==> src/rtl/keypad_scanner.sv <==
// keypad_scanner: scans a 4x4 active-low matrix keypad, debounces it and emits one event pulse per press
module keypad_scanner #(
    parameter int SCAN_DIV       = 50000,
    parameter int DEBOUNCE_SCANS = 10
) (
    input  logic       clock,
    input  logic       reset,
    input  logic [3:0] rows,
    output logic [3:0] columns,
    output logic [4:0] value
);
    localparam int DW = (SCAN_DIV > 1) ? $clog2(SCAN_DIV) : 1;
    localparam int CW = $clog2(DEBOUNCE_SCANS + 1);
    localparam logic [DW-1:0] DWELL_LAST = DW'(SCAN_DIV - 1);
    localparam logic [CW-1:0] DB_LAST = CW'(DEBOUNCE_SCANS);

    typedef enum logic [1:0] {SCAN, CONFIRM, EMIT, HELD} state_e;

    state_e          state_q;
    logic [3:0]      rows_meta_q, rows_sync_q;
    logic [DW-1:0]   dwell_q, dwell_d;
    logic [1:0]      col_q;
    logic [3:0]      columns_q;
    logic [4:0]      value_q;
    logic [3:0]      cand_q;
    logic [CW-1:0]   press_q, press_d, rel_q, rel_d;
    logic            sample, any_low, cand_low;
    logic [1:0]      row_sel;

    assign columns = columns_q;
    assign value   = value_q;

    // Sample-point detection, lowest-row priority and saturating debounce increments
    always_comb begin
        sample   = dwell_q == DWELL_LAST;
        dwell_d  = sample ? '0 : dwell_q + 1'b1;
        any_low  = ~&rows_sync_q;
        row_sel  = !rows_sync_q[0] ? 2'd0 : !rows_sync_q[1] ? 2'd1 : !rows_sync_q[2] ? 2'd2 : 2'd3;
        cand_low = !rows_sync_q[cand_q[1:0]];
        press_d  = (press_q == DB_LAST) ? press_q : press_q + 1'b1;
        rel_d    = (rel_q == DB_LAST) ? rel_q : rel_q + 1'b1;
    end

    // Two-flop synchroniser for the asynchronous row inputs (idle = all high)
    always_ff @(posedge clock or negedge reset) begin
        if (!reset) begin
            rows_meta_q <= 4'hF;
            rows_sync_q <= 4'hF;
        end else begin
            rows_meta_q <= rows;
            rows_sync_q <= rows_meta_q;
        end
    end

    // Free-running column dwell counter; its last count is the sample point
    always_ff @(posedge clock or negedge reset) begin
        if (!reset) dwell_q <= '0;
        else        dwell_q <= dwell_d;
    end

    // Scan / confirm / emit / held-until-release state machine with registered column drive and event
    always_ff @(posedge clock or negedge reset) begin
        if (!reset) begin
            state_q   <= SCAN;
            col_q     <= 2'd0;
            columns_q <= 4'b1110;
            value_q   <= 5'd0;
            cand_q    <= 4'd0;
            press_q   <= '0;
            rel_q     <= '0;
        end else begin
            value_q <= 5'd0;
            case (state_q)
                SCAN: if (sample) begin
                    if (any_low) begin
                        cand_q  <= {col_q, row_sel};
                        press_q <= CW'(1);
                        state_q <= (DEBOUNCE_SCANS == 1) ? EMIT : CONFIRM;
                    end else begin
                        col_q     <= col_q + 1'b1;
                        columns_q <= {columns_q[2:0], columns_q[3]};
                    end
                end
                CONFIRM: if (sample) begin
                    if (cand_low) begin
                        press_q <= press_d;
                        if (press_d == DB_LAST) state_q <= EMIT;
                    end else begin
                        press_q   <= '0;
                        state_q   <= SCAN;
                        col_q     <= col_q + 1'b1;
                        columns_q <= {columns_q[2:0], columns_q[3]};
                    end
                end
                EMIT: begin
                    value_q <= {1'b1, cand_q};
                    rel_q   <= '0;
                    state_q <= HELD;
                end
                HELD: if (sample) begin
                    if (!cand_low) begin
                        rel_q <= rel_d;
                        if (rel_d == DB_LAST) begin
                            state_q   <= SCAN;
                            col_q     <= col_q + 1'b1;
                            columns_q <= {columns_q[2:0], columns_q[3]};
                        end
                    end else begin
                        rel_q <= '0;
                    end
                end
                default: state_q <= SCAN;
            endcase
        end
    end
endmodule
==> config.mk <==
export PLATFORM = sky130hd
export DESIGN_NAME = keypad_scanner
export DESIGN_NICKNAME = d
export VERILOG_FILES = /design/src/rtl/keypad_scanner.sv
export SDC_FILE = /design/constraint.sdc
export NUM_CORES = 1
export LEC_CHECK = 0
export CAP_MARGIN = 20
export CORE_MARGIN = 4
export CORE_UTILIZATION = 63
export DETAILED_ROUTE_END_ITERATION = 6
export PLACE_DENSITY_LB_ADDON = 0.25
export SYNTH_ARGS = -nofsm -noshare
export SYNTH_HDL_FRONTEND = slang
export SYNTH_SLANG_ARGS = --single-unit
==> constraint.sdc <==
create_clock -name clock -period 3.9 [get_ports clock]
set_clock_uncertainty 0.05 [all_clocks]
set_input_delay 0.585 -clock clock [delete_from_list [all_inputs] [get_ports clock]]
set_output_delay 0.585 -clock clock [all_outputs]
set_load 0.02 [all_outputs]
==> impl_summary.log, run 1 <==
[flow] collecting metrics
[metrics] number of warnings in the stage logs: 32
[metrics] cells on worst reg2reg path: 6
[metrics] met1 Usage GRT: 0.241
[metrics] worst slew pin tran: 0.608 ns
[metrics] synthesis-stage register bit count: 49
[metrics] number of flops mapped to enable cells by yosys: 0
[metrics] total setup buffers inserted after CTS: 0
[metrics] async set-reset flop share out of synthesis: 1.00
[metrics] reg2reg setup slack: 1.55 ns
[metrics] main flop type: sky130_fd_sc_hd__dfrtp_1
[metrics] mean instance size in the synthesized netlist: roughly 12 um2
[metrics] Setup TNS: 0 ns
[metrics] CTS-repair resized insts: 0
[metrics] largest area contributor in the netlist: sky130_fd_sc_hd__dfrtp_1
[metrics] Startpoint Class: flop
[metrics] area grow syn2layout: 12.5%
[metrics] result of the run: complete, no violations
[metrics] Root Buffer Master: sky130_fd_sc_hd__clkbuf_8
[metrics] Arr. time, crit path: ~2.5 ns
[metrics] Commonest Layout Cell: sky130_fd_sc_hd__dfrtp_1
[metrics] top post-synthesis cells by area: sky130_fd_sc_hd__dfrtp_1, sky130_fd_sc_hd__dfstp_2, sky130_fd_sc_hd__ha_1
[metrics] RePlAce Congestion: 0.849
[metrics] total iterations of the first detailed-routing run: 4
[metrics] number of buffers created by CTS: 5
[metrics] CTS sink count: 49
[metrics] final-layout fill cell count: 233
[metrics] cell total in the yosys stat output: just over 200
[metrics] maximum fanout along the worst path: 7
[metrics] proportion of netlist area held by the largest area contributor: 0.403
[metrics] type of element capturing the critical path: flop
[metrics] total standard cell area after synthesis: 2360 um2
[metrics] number of design-rule violations left by the first detailed-router iteration: 84
[metrics] worst IR drop on VDD: 336 uV
[metrics] Hold Buf Count CTS: 0
[metrics] Hold WC Path Type: input pin to asynchronous set/reset pin
[metrics] global-route wire length before repair: 7890 um
[metrics] Detail Route Antenna Nets: 0
[metrics] worst reg2reg path startpoint: rel_q[0]$_DFFE_PN0P_
[metrics] count of different cell masters after synthesis: 49
[metrics] pre-CTS setup slack: 1.56 ns
[metrics] maximum buffer depth of the clock tree: 2
[metrics] total count of max-transition violations in the final report: 0
[metrics] number of antenna diodes: 0
[metrics] Total Wirelength: 4450 um
[metrics] DRC Markers: 0
[metrics] Final setup viols: 0
[metrics] endpoint of the worst-slack reg-to-reg timing path: columns[0]$_DFFE_PN0P_
[metrics] number of nets in the finished design: 239
[metrics] areal power density over the cells: roughly 310 nW/um2
[metrics] aggregate global routing overflow: 0
[metrics] overall via count from detail_route: 1591
[metrics] Ys Warns: 0
[metrics] Worst Setup Path Type: flop to flop
[metrics] max_slew headroom: 0.591
[metrics] height of the die: 69.2 um
[metrics] H-tree Lvls: 2
[metrics] via-per-instance ratio: around 5.9
[metrics] total track usage: 0.205
[metrics] Total Die Area: 4780 um2
[metrics] met3 GRT Util: 0.0507
[metrics] leading cell types in the layout, fill and taps excluded: sky130_fd_sc_hd__dfrtp_1, sky130_fd_sc_hd__nor2_1, sky130_fd_sc_hd__nand2_1, sky130_fd_sc_hd__clkdlybuf4s50_1, sky130_fd_sc_hd__dfstp_2
[metrics] crit path DRT: 4.03 ns
[metrics] minimum clock period after layout: 2.35 ns
[metrics] fraction of layout instances using a drive strength above 1: 0.179
[metrics] RSZ-0062 raised after global routing: no
[metrics] initial cell density of the core: 0.680
[metrics] via count of the first global-routing pass: 1645
[metrics] sequential element share of the synthesized area: 0.526
[metrics] GR Util met2: 0.360
[metrics] cell area after placement: 2540 um2
[metrics] number of antenna violations at the first check in global routing: 0
[metrics] Final Cycle Share: 0.602
[metrics] Hold Vio Cnt, Final: 0
[metrics] number of violations of the max-capacitance limit: 0
[metrics] Worst Setup Slack, final: about 1.6 ns
run 1: flip-flops by register name, summed over array words and instances, names as in the netlist, named ones only:
signal	count
value	5
rows_meta_q	4
dwell_q	16
press_q	4
cand_q	4
columns	4
state_q	1
rel_q	4
rows_sync_q	4
col_q	2
run 1: kinds of logic (layout without fill, tap and decap cells):
family	after synthesis	in the layout	share of synthesized area
compound gates	32	32	0.0924
xor+xnor	17	17	0.0632
fa+ha+maj	10	10	0.0531
buf+inv	9	31	0.0149
flops	49	49	0.526
mux	11	11	0.0552
simple gates	74	74	0.195
run 1: power by group:
part	total (mW)	leakage, nW	switching (mW)	internal [mW]
Sequential	0.518	0.632	0.00244	0.515
Clock	0.284	0.0439	0.160	0.124
Combinational	0.0217	0.567	0.0136	0.00811
Total	0.823	1.24	0.176	0.647
run 1: Yosys cell counts, drive strengths merged (5+ instances only):
master  number
o21ai       11
inv          8
ha          10
dfstp       11
mux2         6
dfrtp       38
nand2       14
nor2        16
and3         7
xor2         7
nand3       10
and2         5
xnor2       10
run 1: worst max-delay path, stage by stage (launching register included):
cell                       delay (ns)
sky130_fd_sc_hd__dfrtp_1         0.45
sky130_fd_sc_hd__ha_1            0.27
sky130_fd_sc_hd__and3_2          0.20
sky130_fd_sc_hd__a211oi_1        0.47
sky130_fd_sc_hd__nor4_4          0.10
sky130_fd_sc_hd__o21ai_2         0.32
sky130_fd_sc_hd__mux2_1          0.38
run 1: stage by stage:
step                      utilization  power, mW  instances  hold WS [ns]
after global placement          0.734      0.545        261         0.296
after CTS                       0.759      0.831        269         0.310
after detailed placement        0.734      0.547        261         0.298
after global routing            0.764      0.864        270        0.0654
after floorplan                     -      0.531        202         0.239
final                           0.764      0.823        270        0.0715
run 1: worst max-delay path by stage:
stage | endpoint | depth (start not counted) | startpoint | slack [ns]
2_1_floorplan | columns[0]$_DFFE_PN0P_ | 6 | rel_q[0]$_DFFE_PN0P_ | 1.82
3_3_place_gp | columns[0]$_DFFE_PN0P_ | 6 | rel_q[0]$_DFFE_PN0P_ | 1.69
6_report | columns[0]$_DFFE_PN0P_ | 6 | rel_q[0]$_DFFE_PN0P_ | 1.55
5_1_grt | rel_q[0]$_DFFE_PN0P_ | 6 | dwell_q[0]$_DFF_PN0_ | 1.39
4_1_cts | columns[0]$_DFFE_PN0P_ | 6 | rel_q[0]$_DFFE_PN0P_ | 1.53
3_5_place_dp | columns[0]$_DFFE_PN0P_ | 6 | rel_q[0]$_DFFE_PN0P_ | 1.56
run 1: final cells by class:
cell class / count / area (um2) / share of cell area
Multi-Input combinational cell: 144 / 1080 / 0.408
Timing Repair Buffer: 15 / 155 / 0.0585
Clock inverter: 3 / 17.5 / 0.00661
Sequential cell: 49 / 1240 / 0.468
Tap cell: 46 / 57.6 / 0.0217
Clock buffer: 5 / 68.8 / 0.0260
Inverter: 8 / 30.0 / 0.0113
run 1: metal layers:
metal | vias to the layer above | share of wire
li1 | 766 | -
met1 | 797 | 0.42
met2 | 19 | 0.53
met3 | 9 | 0.025
met4 | 0 | 0.019
met5 | - | 0
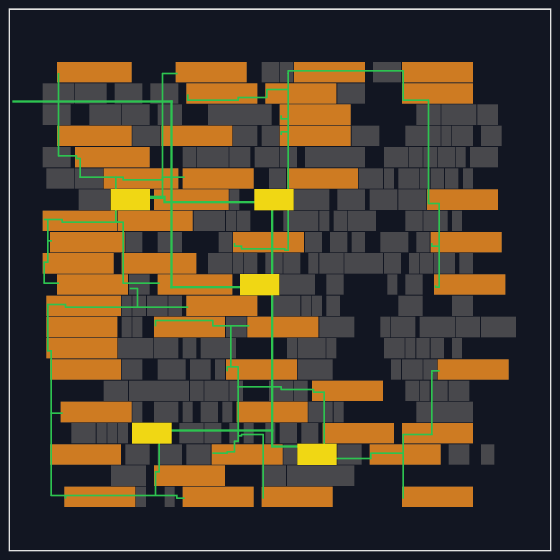
(run_1/clk_routes.png)
Green stands for clock wires, length 495 um. Orange stands for flip-flops, count 49. Yellow stands for clock drivers, count 5.
Position of the flops: spread over the die. There are 6 routed clock nets.
Clock Power Share: 0.345
clock latency on the worst-skew pair: 0.30 ns
Clock net power: 0.284 mW

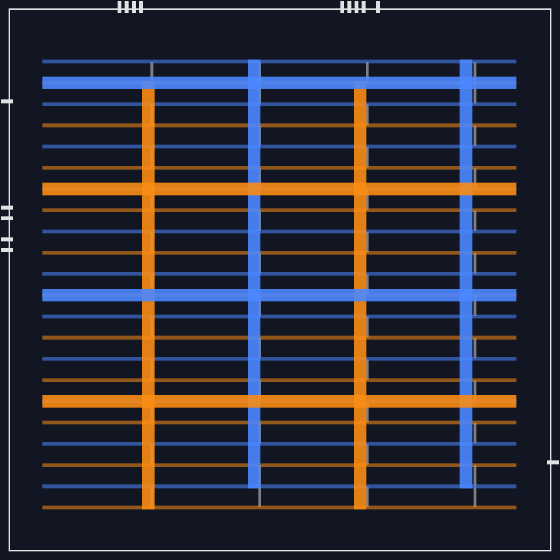
(run_1/power_grid.png)
Pins as bars on the die edge. Tap cells in grey.
Blue stands for VDD. Orange stands for VSS.
The core has 21 rows. 4 straps on met5. 22 met1 rails follow the rows.

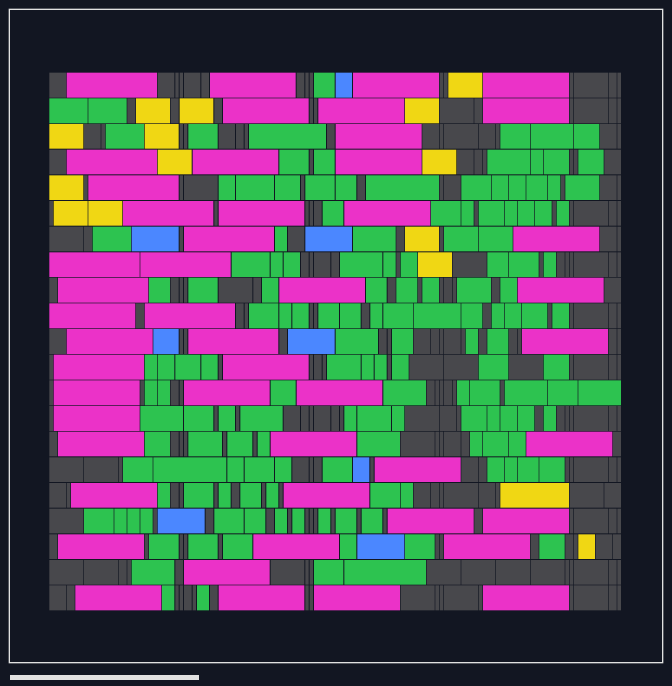
(run_1/placement_by_type.png)
The bar under the picture is 20 um long. Fill, decap, tap and diode cells in grey.
Blue stands for clock drivers and dummy loads, cells 8, share of their area 3.3%. Magenta stands for flops, cells 49, share of their area 48%. Green stands for combinational and other logic, cells 152, share of their area 43%. Yellow stands for other buffers and delay cells, cells 15, share of their area 6.0%.
design area: 2650 um2
share of the final layout cell area in sequential cells: 0.468
Std-Cell Rows: 21
final core utilization: 0.764

==> run 2: changes to the inputs <==
- CORE_UTILIZATION: 63 -> 58
- clock period: 3.9 -> 2.22 ns (I/O delays scaled with it)
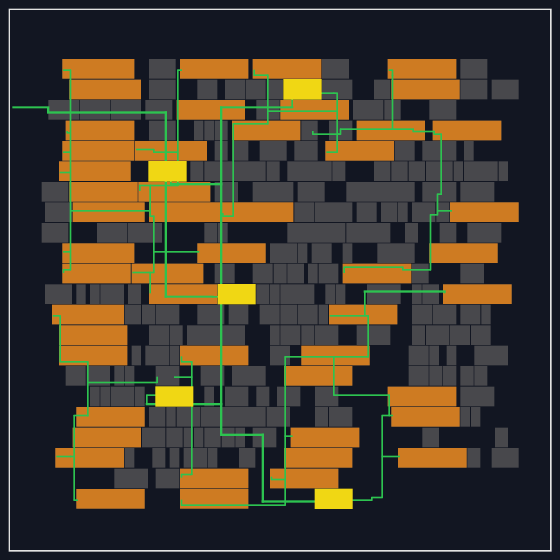
(run_2/clk_routes.png)
Orange stands for flip-flops, count 49. Yellow stands for clock drivers, count 5. Green stands for clock wires, length 533 um.
Position of the flops: spread over the die. There are 6 routed clock nets.

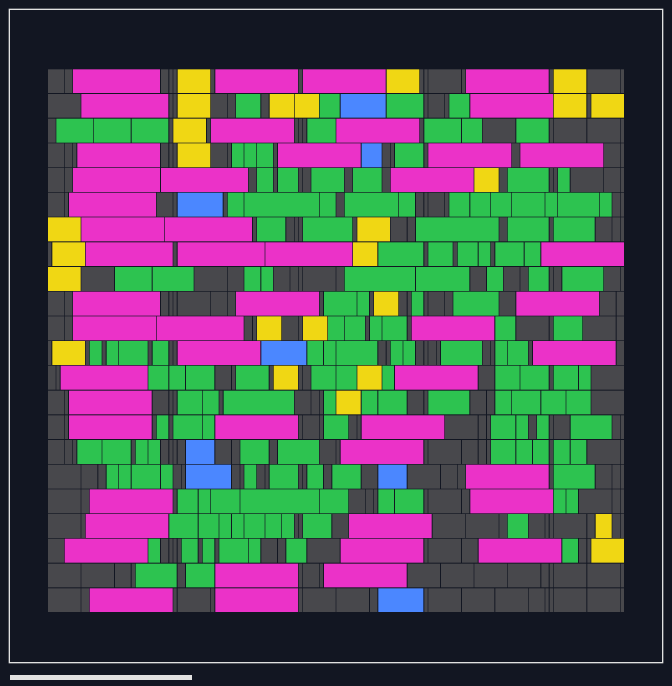
(run_2/placement_by_type.png)
The bar under the picture is 20 um long. Fill, decap, tap and diode cells in grey.
Magenta stands for flops, cells 49, share of their area 46%. Yellow stands for other buffers and delay cells, cells 25, share of their area 8.1%. Blue stands for clock drivers and dummy loads, cells 8, share of their area 3.4%. Green stands for combinational and other logic, cells 152, share of their area 43%.
Std-Cell Rows: 22
share of the final layout cell area in sequential cells: 0.448
final core utilization: 0.730
design area: 2770 um2

==> impl_summary.log, run 2 <==
[flow] collecting metrics
[metrics] number of violations of the max-capacitance limit: 0 (unchanged)
[metrics] initial cell density of the core: 0.621 (was 0.680)
[metrics] endpoint of the worst-slack reg-to-reg timing path: columns[0]$_DFFE_PN0P_ (unchanged)
[metrics] Detail Route Antenna Nets: 0 (unchanged)
[metrics] cell total in the yosys stat output: 202 (unchanged)
[metrics] main flop type: sky130_fd_sc_hd__dfrtp_1 (unchanged)
[metrics] Clock Power Share: 0.362 (was 0.345)
[metrics] portion of total power attributed to sequential cells: 0.612 (was 0.629)
[metrics] pre-CTS setup slack: -0.0985 ns (was 1.56 ns)
[metrics] reg2reg setup slack: 0.07 ns (was 1.55 ns)
[metrics] largest reg by FF count: dwell_q (unchanged)
[metrics] number of antenna violations at the first check in global routing: 0 (unchanged)
[metrics] overall via count from detail_route: 1637 (was 1591)
[metrics] met1 Usage GRT: 0.240 (was 0.241)
[metrics] total standard cell area after synthesis: 2360 um2 (unchanged)
[metrics] number of antenna diodes: 0 (unchanged)
[metrics] flip-flop count of the largest register, all copies and words added: 16 (unchanged)
[metrics] ordered cell list for the critical path: inv_1 > ha_2 > and2b_2 > mux2i_2 > nor4_4 > o21ai_4 > mux2_1 (was ha_1 > and3_2 > a211oi_1 > nor4_4 > o21ai_2 > mux2_1)
[metrics] H-tree Lvls: 2 (unchanged)
[metrics] power share of the combinational group: 0.026 (about the same)
[metrics] maximum buffer depth of the clock tree: 2 (unchanged)
[metrics] worst IR drop on VDD: 469 uV (was 336 uV)
[metrics] areal power density over the cells: 536 nW/um2 (was 311 nW/um2)
[metrics] Arr. time, crit path: 2.29 ns (was 2.48 ns)
[metrics] max_slew headroom: 0.578 (was 0.591)
[metrics] total track usage: 0.202 (was 0.205)
[metrics] async set-reset flop share out of synthesis: 1.00 (unchanged)
[metrics] stage delay of the slowest cell on the critical path: 0.42 ns (was 0.47 ns)
[metrics] total iterations of the first detailed-routing run: 5 (was 4)
[metrics] Ys Warns: 0 (unchanged)
[metrics] via-per-instance ratio: 5.80 (was 5.89)
[metrics] Sequential Area: 1240 um2 (about the same)
[metrics] most frequent cells after synthesis: sky130_fd_sc_hd__dfrtp_1, sky130_fd_sc_hd__nor2_1, sky130_fd_sc_hd__nand2_1, sky130_fd_sc_hd__dfstp_2 (unchanged)
[metrics] Total Die Area: 5150 um2 (was 4780 um2)
[metrics] Crit-path slowest cell: sky130_fd_sc_hd__dfrtp_2 (was sky130_fd_sc_hd__a211oi_1)
[metrics] height of the die: 71.8 um (was 69.2 um)
[metrics] fraction of layout instances using a drive strength above 1: 0.239 (was 0.179)
[metrics] worst slew pin tran: 0.628 ns (was 0.608 ns)
[metrics] area grow syn2layout: 17.6% (was 12.5%)
[metrics] leading cell types in the layout, fill and taps excluded: sky130_fd_sc_hd__dfrtp_1, sky130_fd_sc_hd__nor2_1, sky130_fd_sc_hd__nand2_1, sky130_fd_sc_hd__clkdlybuf4s50_1, sky130_fd_sc_hd__dfstp_2 (unchanged)
[metrics] gate family responsible for the most delay along the worst path: multiplexers (was AND-OR/OR-AND gates)
[metrics] clock latency on the worst-skew pair: 0.31 ns (was 0.30 ns)
[metrics] CTS sink count: 49 (unchanged)
[metrics] internal power of the cells: 1.15 mW (was 0.647 mW)
[metrics] DRC Markers: 0 (unchanged)
[metrics] number of flops mapped to enable cells by yosys: 0 (unchanged)
[metrics] count of buffering cells on the critical path with inverters included: 1 (was 0)
[metrics] Final Cycle Share: 0.967 (was 0.602)
[metrics] result of the run: complete, no violations (unchanged)
[metrics] Total Wirelength: 4760 um (was 4450 um)
[metrics] net switching power figure: 0.337 mW (was 0.176 mW)
[metrics] crit path DRT: 2.37 ns (was 4.03 ns)
[metrics] count of different cell masters after synthesis: 49 (unchanged)
[metrics] Hold Vio Cnt, Final: 0 (unchanged)
[metrics] GR Util met2: 0.349 (was 0.360)
[metrics] number of buffers created by CTS: 5 (unchanged)
[run 2: power groups by stage]
stage               clock network [mW]  registers [mW]  logic, mW
global placement                     0           0.925     0.0359
CTS                              0.560           0.909     0.0394
floorplan                            0           0.925    0.00760
finish                           0.538           0.909     0.0387
detailed placement                   0           0.926     0.0377
global route                     0.597           0.910     0.0443
[run 2: final cells by class]
type	count	share of cell area
clock buffers	5	0.0248
clock inverters	3	0.00857
flip-flops and latches	49	0.448
multi-input cells	144	0.407
repair buffers	25	0.0794
inverters	8	0.0108
well taps	48	0.0217
[run 2: timing repair]
action                                  CTS  global route
endpoints found under the hold margin    21             0
setup buffers                             0             3
resized                                   4             5
endpoints found under the setup margin    6             7
hold buffers                              1             0
pin swaps                                 0             5
[run 2: logic make-up (layout without fill, tap and decap cells)]
| logic type | after synthesis | count (layout) | share of synthesized area |
|---|---|---|---|
| adder cells (fa/ha/maj) | 10 | 10 | 0.0531 |
| multiplexers | 11 | 11 | 0.0552 |
| buffers and inverters | 9 | 41 | 0.0149 |
| AND-OR/OR-AND | 32 | 32 | 0.0924 |
| XOR/XNOR | 17 | 17 | 0.0632 |
| AND/OR/NAND/NOR | 74 | 74 | 0.195 |
| flip-flops | 49 | 49 | 0.526 |
[run 2: worst reg2reg max path, delay by kind of cell (launching register included)]
| family | cells | cell delay (ns) |
|---|---|---|
| adders and majority gates | 1 | 0.35 |
| DFF | 1 | 0.42 |
| muxes | 2 | 0.60 |
| AOI/OAI and AO/OA | 1 | 0.23 |
| and+or+nand+nor | 2 | 0.31 |
| buffers and inverters | 1 | 0.08 |
[run 2: routing by layer]
layer,vias up,share of wire
met5,-,0
met4,0,0.024
met3,13,0.034
met2,37,0.53
met1,805,0.41
li1,782,-
[run 2: worst max-delay path by stage]
stage                                   to  cells past startpoint  slack, ns                 start
global placement    columns[0]$_DFFE_PN0P_                      7       0.06  rel_q[0]$_DFFE_PN0P_
finish              columns[0]$_DFFE_PN0P_                      7       0.07  rel_q[0]$_DFFE_PN0P_
floorplan           columns[0]$_DFFE_PN0P_                      6       0.14  rel_q[0]$_DFFE_PN0P_
global route        columns[0]$_DFFE_PN0P_                      7      0.004  rel_q[0]$_DFFE_PN0P_
CTS                                   flop                      7      -0.01  rel_q[0]$_DFFE_PN0P_
detailed placement  columns[0]$_DFFE_PN0P_                      7       -0.1  rel_q[0]$_DFFE_PN0P_
[run 2: metrics by stage]
step                cell area, um2  hold slack (ns)  cells  utilization  power [mW]
finish                        2770            0.306    282        0.730        1.49
floorplan                     2360          -0.0126    202            -       0.933
global route                  2770            0.300    282        0.730        1.55
detailed placement            2600            0.281    270        0.684       0.964
CTS                           2720            0.302    279        0.716        1.51
global placement              2600            0.266    270        0.684       0.961
Power figures rest on the tool's default switching activity, not on a simulated workload.
